**src/rtl/alu_op_sequencer.sv**
```systemverilog
// ALU op sequencer: buffers 2-bit op requests in a FIFO and replays each one onto
// the decoder select lines, holding enable for HOLD cycles followed by GAP idle cycles.
//
// state    | meaning
// ST_IDLE  | nothing issuing; starts an op as soon as the FIFO holds one
// ST_ISSUE | sel_en high, selects stable; hold counter runs down to the op's last cycle
// ST_GAP   | sel_en low for GAP cycles before the next op may start
module alu_op_sequencer #(
    parameter int DEPTH = 4,
    parameter int HOLD  = 2,
    parameter int GAP   = 1
) (
    input  logic                       clk,
    input  logic                       rst_n,
    input  logic                       op_valid,
    input  logic [1:0]                 op_code,
    output logic                       op_ready,
    output logic                       sel_s0,
    output logic                       sel_s1,
    output logic                       sel_en,
    output logic                       op_done,
    output logic                       busy,
    output logic [$clog2(DEPTH+1)-1:0] fifo_count
);

    localparam int              CW      = $clog2(DEPTH + 1);
    localparam int              AW      = $clog2(DEPTH);
    localparam logic [3:0]      HOLD_LD = 4'(HOLD - 1);
    localparam logic [3:0]      GAP_LD  = (GAP > 0) ? 4'(GAP - 1) : 4'd0;
    localparam logic [CW-1:0]   FULL    = CW'(DEPTH);

    typedef enum logic [1:0] {
        ST_IDLE  = 2'd0,
        ST_ISSUE = 2'd1,
        ST_GAP   = 2'd2
    } state_t;

    logic [1:0]    mem_q [DEPTH];
    logic [1:0]    mem_d [DEPTH];
    logic [AW-1:0] wr_ptr_q, wr_ptr_d;
    logic [AW-1:0] rd_ptr_q, rd_ptr_d;
    logic [CW-1:0] count_q, count_d;
    state_t        state_q, state_d;
    logic [3:0]    hold_q, hold_d;
    logic [3:0]    gap_q, gap_d;
    logic          sel_s0_q, sel_s0_d;
    logic          sel_s1_q, sel_s1_d;
    logic          sel_en_q, sel_en_d;
    logic          op_done_q, op_done_d;
    logic          busy_q, busy_d;

    logic          push;
    logic          pop;
    logic          start_op;
    logic          fifo_ne;
    logic [1:0]    head;

    assign fifo_ne = (count_q != '0);
    assign push    = op_valid && (count_q != FULL);
    assign head    = mem_q[rd_ptr_q];
    assign pop     = start_op;

    // Pointers wrap naturally because DEPTH is a power of two.
    always_comb begin
        mem_d    = mem_q;
        wr_ptr_d = wr_ptr_q;
        rd_ptr_d = rd_ptr_q;
        count_d  = count_q;
        if (push) begin
            mem_d[wr_ptr_q] = op_code;
            wr_ptr_d        = wr_ptr_q + AW'(1);
        end
        if (pop) begin
            rd_ptr_d = rd_ptr_q + AW'(1);
        end
        case ({push, pop})
            2'b10:   count_d = count_q + CW'(1);
            2'b01:   count_d = count_q - CW'(1);
            default: count_d = count_q;
        endcase
    end

    always_comb begin
        state_d  = state_q;
        hold_d   = hold_q;
        gap_d    = gap_q;
        sel_s0_d = sel_s0_q;
        sel_s1_d = sel_s1_q;
        sel_en_d = sel_en_q;
        start_op = 1'b0;
        case (state_q)
            ST_IDLE: begin
                sel_en_d = 1'b0;
                sel_s0_d = 1'b0;
                sel_s1_d = 1'b0;
                if (fifo_ne) begin
                    start_op = 1'b1;
                end
            end
            ST_ISSUE: begin
                if (hold_q != 4'd0) begin
                    hold_d = hold_q - 4'd1;
                end else if (GAP != 0) begin
                    state_d  = ST_GAP;
                    gap_d    = GAP_LD;
                    sel_en_d = 1'b0;
                    sel_s0_d = 1'b0;
                    sel_s1_d = 1'b0;
                end else if (fifo_ne) begin
                    start_op = 1'b1;
                end else begin
                    state_d  = ST_IDLE;
                    sel_en_d = 1'b0;
                    sel_s0_d = 1'b0;
                    sel_s1_d = 1'b0;
                end
            end
            ST_GAP: begin
                sel_en_d = 1'b0;
                if (gap_q != 4'd0) begin
                    gap_d = gap_q - 4'd1;
                end else if (fifo_ne) begin
                    start_op = 1'b1;
                end else begin
                    state_d = ST_IDLE;
                end
            end
            default: begin
                state_d  = ST_IDLE;
                sel_en_d = 1'b0;
                sel_s0_d = 1'b0;
                sel_s1_d = 1'b0;
            end
        endcase
        if (start_op) begin
            state_d  = ST_ISSUE;
            hold_d   = HOLD_LD;
            sel_s0_d = head[0];
            sel_s1_d = head[1];
            sel_en_d = 1'b1;
        end
    end

    // Registered from next-state values so they line up with the cycle they describe.
    always_comb begin
        op_done_d = (state_d == ST_ISSUE) && (hold_d == 4'd0);
        busy_d    = (state_d != ST_IDLE) || (count_d != '0);
    end

    always_ff @(posedge clk) begin
        mem_q <= mem_d;
    end

    always_ff @(posedge clk) begin
        if (!rst_n) begin
            state_q   <= ST_IDLE;
            wr_ptr_q  <= '0;
            rd_ptr_q  <= '0;
            count_q   <= '0;
            hold_q    <= 4'd0;
            gap_q     <= 4'd0;
            sel_s0_q  <= 1'b0;
            sel_s1_q  <= 1'b0;
            sel_en_q  <= 1'b0;
            op_done_q <= 1'b0;
            busy_q    <= 1'b0;
        end else begin
            state_q   <= state_d;
            wr_ptr_q  <= wr_ptr_d;
            rd_ptr_q  <= rd_ptr_d;
            count_q   <= count_d;
            hold_q    <= hold_d;
            gap_q     <= gap_d;
            sel_s0_q  <= sel_s0_d;
            sel_s1_q  <= sel_s1_d;
            sel_en_q  <= sel_en_d;
            op_done_q <= op_done_d;
            busy_q    <= busy_d;
        end
    end

    assign op_ready   = (count_q != FULL);
    assign sel_s0     = sel_s0_q;
    assign sel_s1     = sel_s1_q;
    assign sel_en     = sel_en_q;
    assign op_done    = op_done_q;
    assign busy       = busy_q;
    assign fifo_count = count_q;

endmodule

```
**config.mk**
```make
export PLATFORM = sky130hd
export DESIGN_NAME = alu_op_sequencer
export DESIGN_NICKNAME = d
export VERILOG_FILES = /design/src/rtl/alu_op_sequencer.sv
export SDC_FILE = /design/constraint.sdc
export NUM_CORES = 1
export LEC_CHECK = 0
export ABC_CLOCK_PERIOD_IN_PS = 3300
export CAP_MARGIN = 20
export CORE_MARGIN = 10
export CORE_UTILIZATION = 49
export DETAILED_ROUTE_END_ITERATION = 16
export GPL_TIMING_DRIVEN = 0
export HOLD_SLACK_MARGIN = 0.12
export PLACE_DENSITY = 0.7
export SETUP_SLACK_MARGIN = 0.05
export SYNTH_ARGS = -nofsm -noshare
export SYNTH_HDL_FRONTEND = slang
export SYNTH_SLANG_ARGS = --single-unit
```
**constraint.sdc**
```tcl
create_clock -name clk -period 3.3 [get_ports clk]
set_input_delay 0.66 -clock clk [delete_from_list [all_inputs] [get_ports clk]]
set_output_delay 0.66 -clock clk [all_outputs]
set_load 0.05 [all_outputs]
```
Figure 1. The metal 1 layer (run 1).
(4 px per µm) Supply wires on this layer in grey.
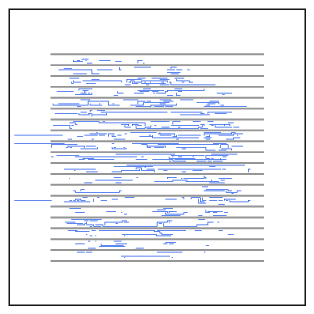
- share of all routed wire: 46%
- main direction: horizontal
- longest straight run: 29.4 µm
- wire length on this layer: 1,170 µm
- nets with wire on the layer: 156
total number of vias: 1,008
global routing usage on met1: 12.4%
Routed WL: 2.55 mm

Figure 2. Signal wires on met2 (run 1).
(4 px per µm)
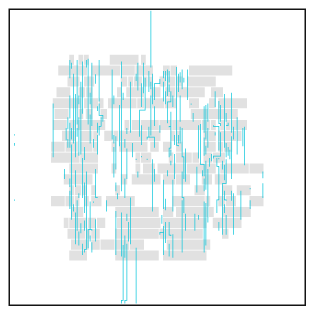
- main direction: vertical
- wire length on this layer: 1,170 µm
- longest straight run: 27.2 µm
- share of all routed wire: 46%
- nets with wire on the layer: 144
GRT met2 Usage: 16.0%

==> deck_impl_summary.md, run 1 <==
Physical Implementation Snapshot

Synthesis
  • Post-Synthesis Cells: 138
  • Yosys Chip Area: approximately 0.0014 mm²
  • Simple-gate share of the synthesized area: 19.6%
  • Yosys top cell by instances: dfxtp_1
  • Adder Area Share: under 10%
  • Xor/xnor share: 4.97%

CTS
  • Hold buffer count at cts: 0
  • Maximum clock path buffer count: 2
  • CTS buffer count: 5
  • TritonCTS clock tree: yes
  • Clock-pin slew on the worst setup and hold paths: around 0.090 ns
  • H-Tree Depth: 2

Critical path
  • R2r startpoint: gap_q[0]

STA
  • Crit path time final: 2.99 ns
  • Hold WS: between 0.4 and 0.5 ns

Routing
  • DRC: 0

Cells and area
  • N_diodes: 0
  • Biggest regs: mem_q (8), gap_q (4), hold_q (4)
  • Fin nets: 172

Min path
  • Worst Hold Launch: sel_s0

Power
  • Worst vdd ir: 740 µV

Outcome
  • Outcome: completed

GRT
  • Largest net degree at the start of global routing: 11

Floorplan
  • Num rows: 19
Figure 3. M3 wires (run 1).
(4 px per µm)
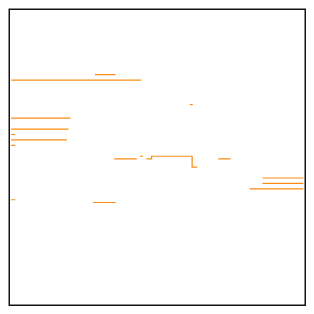
- share of all routed wire: 5.6%
- nets with wire on the layer: 12
- wire length on this layer: 144 µm

Figure 4. Ports around the boundary (run 1).
(4 px per µm) Pins as bars across the die edge, other pins in grey.
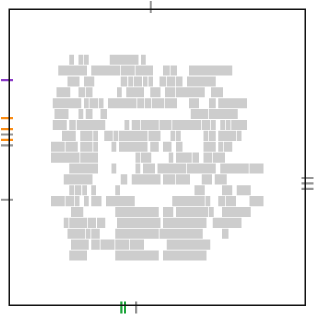
- green: op_code (pins 2; direction input; edge bottom)
- orange: fifo_count (pins 3; direction output; edge left)
- purple: clk (pins 1; direction input; edge left)

==> run 1: final cells by class <==
class,instances,area [µm²]
inverters,13,48.8
clock inverters,1,30.0
multi-input cells,93,664
flip-flops and latches,30,681
fillers,239,1100
plain buffers,2,15.0
repair buffers,13,130
well taps,31,38.8
clock buffers,7,45.0
==> run 1: power by group <==
part / internal, mW / switching, mW
combinational: 0.295 / 0.412
clock: 0.161 / 0.117
sequential: 0.467 / 0.0722
==> run 1: placed cells by master, fill, tap and decap left out, drive strengths merged, types with 2 or more instances in the layout <==
| master | netlist | final |
|---|---|---|
| mux4 | 2 | 2 |
| ha | 8 | 8 |
| xor2 | 2 | 2 |
| xnor2 | 6 | 6 |
| or3b | 2 | 2 |
| inv | 13 | 13 |
| dfxtp | 22 | 22 |
| edfxtp | 8 | 8 |
| or3 | 3 | 3 |
| and3 | 4 | 4 |
| nand2b | 3 | 3 |
| nor3 | 5 | 5 |
| nor2 | 13 | 13 |
| o21ai | 3 | 3 |
| nand2 | 9 | 9 |
| nor3b | 2 | 2 |
| a21oi | 12 | 12 |
| clkbuf | 1 | 8 |
| clkdlybuf4s50 | 0 | 13 |
| nand3b | 4 | 4 |
==> run 1: per-stage QoR <==
step | cells | instance area [µm²] | setup WS (ns) | total power [mW] | util, %
after floorplan | 138 | 1410 | 0.285 | 1.08 | -
after global placement | 182 | 1580 | 0.307 | 1.24 | 57.2
after detailed placement | 182 | 1580 | 0.314 | 1.26 | 57.2
after CTS | 190 | 1650 | 0.296 | 1.54 | 59.9
after global routing | 190 | 1650 | 0.105 | 1.64 | 59.9
final | 190 | 1650 | 0.312 | 1.52 | 59.9
==> run 1: cell families after synthesis <==
family          count (synthesis)
fa+ha+maj                       9
buf+inv                        15
simple gates                   51
xor+xnor                        8
compound gates                 22
flops                          30
mux                             3
==> inputs of run 2 (changes only) <==
--- a/config.mk
+++ b/config.mk
@@ -5,6 +5,7 @@
 export SDC_FILE = /design/constraint.sdc
 export NUM_CORES = 1
 export LEC_CHECK = 0
+export ABC_AREA = 0
 export ABC_CLOCK_PERIOD_IN_PS = 3300
 export CAP_MARGIN = 20
 export CORE_MARGIN = 10
Figure 5. Ports around the boundary (run 2).
(4 px per µm) Pins as bars across the die edge, other pins in grey.
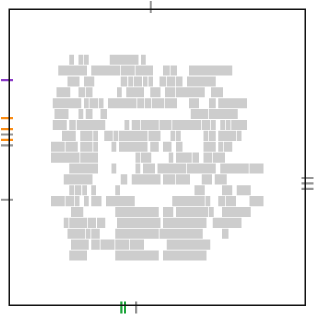
- green: op_code (pins 2; direction input; edge bottom)
- purple: clk (pins 1; direction input; edge left)
- orange: fifo_count (pins 3; direction output; edge left)
- all pins by edge: 7 left, 3 bottom, 3 right, 1 top
Port Buffers: 13
Die Height: 73.6 µm
chip width: 73.6 µm

Figure 6. The metal 1 layer (run 2).
(4 px per µm) Supply wires on this layer in grey.
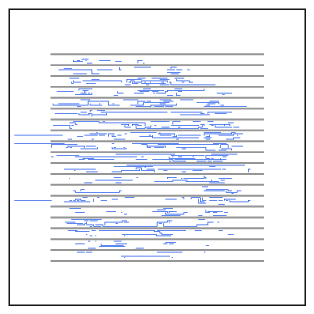
- longest straight run: 29.4 µm
- nets with wire on the layer: 156
- main direction: horizontal
- wire length on this layer: 1,170 µm
- share of all routed wire: 46%

==> run 2 against run 1 <==
  * Global-route usage did not move
  * Final area did not move
  * Power did not move
  * Non-clock buffer count did not move
  * Utilization did not move
  * Setup slack did not move
  * Area after synthesis did not move
  * Maximum frequency did not move
  * Clock power barely moved
  * Die area did not move
  * Clock-buffer cell count did not move
  * Critical path type unchanged
==> deck_impl_summary.md, run 2 <==
Physical Implementation Snapshot

CTS
  • Maximum clock path buffer count: 2 (unchanged)
  • Clock-pin slew on the worst setup and hold paths: 0.09 ns (about the same)
  • TritonCTS clock tree: yes
  • Hold buffer count at cts: 0 (unchanged)
  • CTS buffer count: 5 (unchanged)

Routing
  • Routed WL: 2.55 mm (unchanged)
  • DRC: 0 (unchanged)

GRT
  • Largest net degree at the start of global routing: 11 (unchanged)

Power
  • Combinational power share: 46.4% (about the same)
  • Clock Power Share: 18.2% (about the same)
  • Worst vdd ir: 740 µV (unchanged)
  • Internal: 0.923 mW (unchanged)
  • Sequential fraction of design power: 35.4% (about the same)
  • Switching power total: 0.601 mW (unchanged)
  • Switching part of the total power: 39.4% (unchanged)

Synthesis
  • Xor/xnor share: 4.97% (unchanged)
  • Post-Synthesis Cells: 138 (unchanged)
  • Yosys Chip Area: 0.00141 mm² (unchanged)
  • Adder Area Share: 8.53% (unchanged)
  • Simple-gate share of the synthesized area: 19.6% (unchanged)

Min path
  • Worst Hold Launch: sel_s0

Floorplan
  • Num rows: 19 (unchanged)

Cells and area
  • Fin nets: 172 (unchanged)
  • Combinational Area: 664 µm² (unchanged)
  • Most numerous logic cells after layout: dfxtp_1, inv_1, nor2_1, clkdlybuf4s50_1, a21oi_1
  • N_diodes: 0 (unchanged)
  • Biggest regs: mem_q (8), gap_q (4), hold_q (4)
  • Commonest Layout Cell: dfxtp_1
  • FF/Latch Area: 681 µm² (unchanged)

STA
  • Crit path time final: 2.99 ns (unchanged)

Outcome
  • Outcome: completed
Figure 7. Signal wires on met2 (run 2).
(4 px per µm)
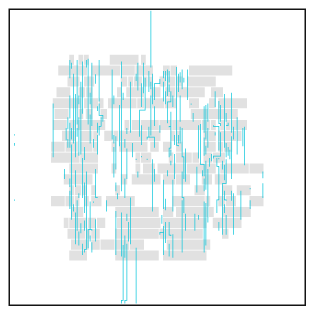

==> run 2: cell counts after synthesis <==
No cell type changed its count.
==> run 2: path summary, 6_finish.rpt <==
check | slack (ns) | cells past startpoint | to
worst min register to register | 0.49 | 2 | sel_s0
worst max register to register | 0.31 | 12 | busy
worst min-delay path | 0.49 | 2 | sel_s0
worst max-delay path | 0.31 | 12 | busy
==> run 2: power by group through the flow <==
stage	Sequential (mW)	Clock [mW]	Combinational, mW
after detailed placement	0.549	0	0.708
after global routing	0.554	0.303	0.783
after CTS	0.541	0.286	0.714
after global placement	0.545	0	0.695
final	0.540	0.277	0.707
after floorplan	0.648	0	0.435
==> run 2: cell families (layout without fill, tap and decap cells) <==
group,count (synthesis),count (layout)
compound gates,22,22
xor+xnor,8,8
fa+ha+maj,9,9
buf+inv,15,36
flops,30,30
mux,3,3
simple gates,51,51
==> run 2: per-layer routing <==
layer | global-route usage [%] | share of wire, % | routed length [µm]
met5 | 0 | 0 | 0
met4 | 6.83 | 2.5 | 63
met3 | 4.17 | 5.6 | 143
met2 | 16.0 | 46 | 1170
met1 | 12.4 | 46 | 1170
==> run 2: metrics by stage <==
step                      setup WS (ns)  area [µm²]  hold WS [ns]  std cells
final                             0.312        1650         0.491        190
after global routing              0.105        1650         0.518        190
after CTS                         0.296        1650         0.495        190
after detailed placement          0.314        1580         0.479        182
after global placement            0.307        1580         0.475        182
after floorplan                   0.285        1410         0.454        138
==> run 2: cell type report <==
cell class	count	share of cell area, %
Tap cell	31	2.35
Timing Repair Buffer	13	7.87
Clock buffer	7	2.73
Inverter	13	2.95
Sequential cell	30	41.2
Multi-Input combinational cell	93	40.2
Clock inverter	1	1.82
Buffer	2	0.908
Power is estimated from default activity; no workload was simulated.
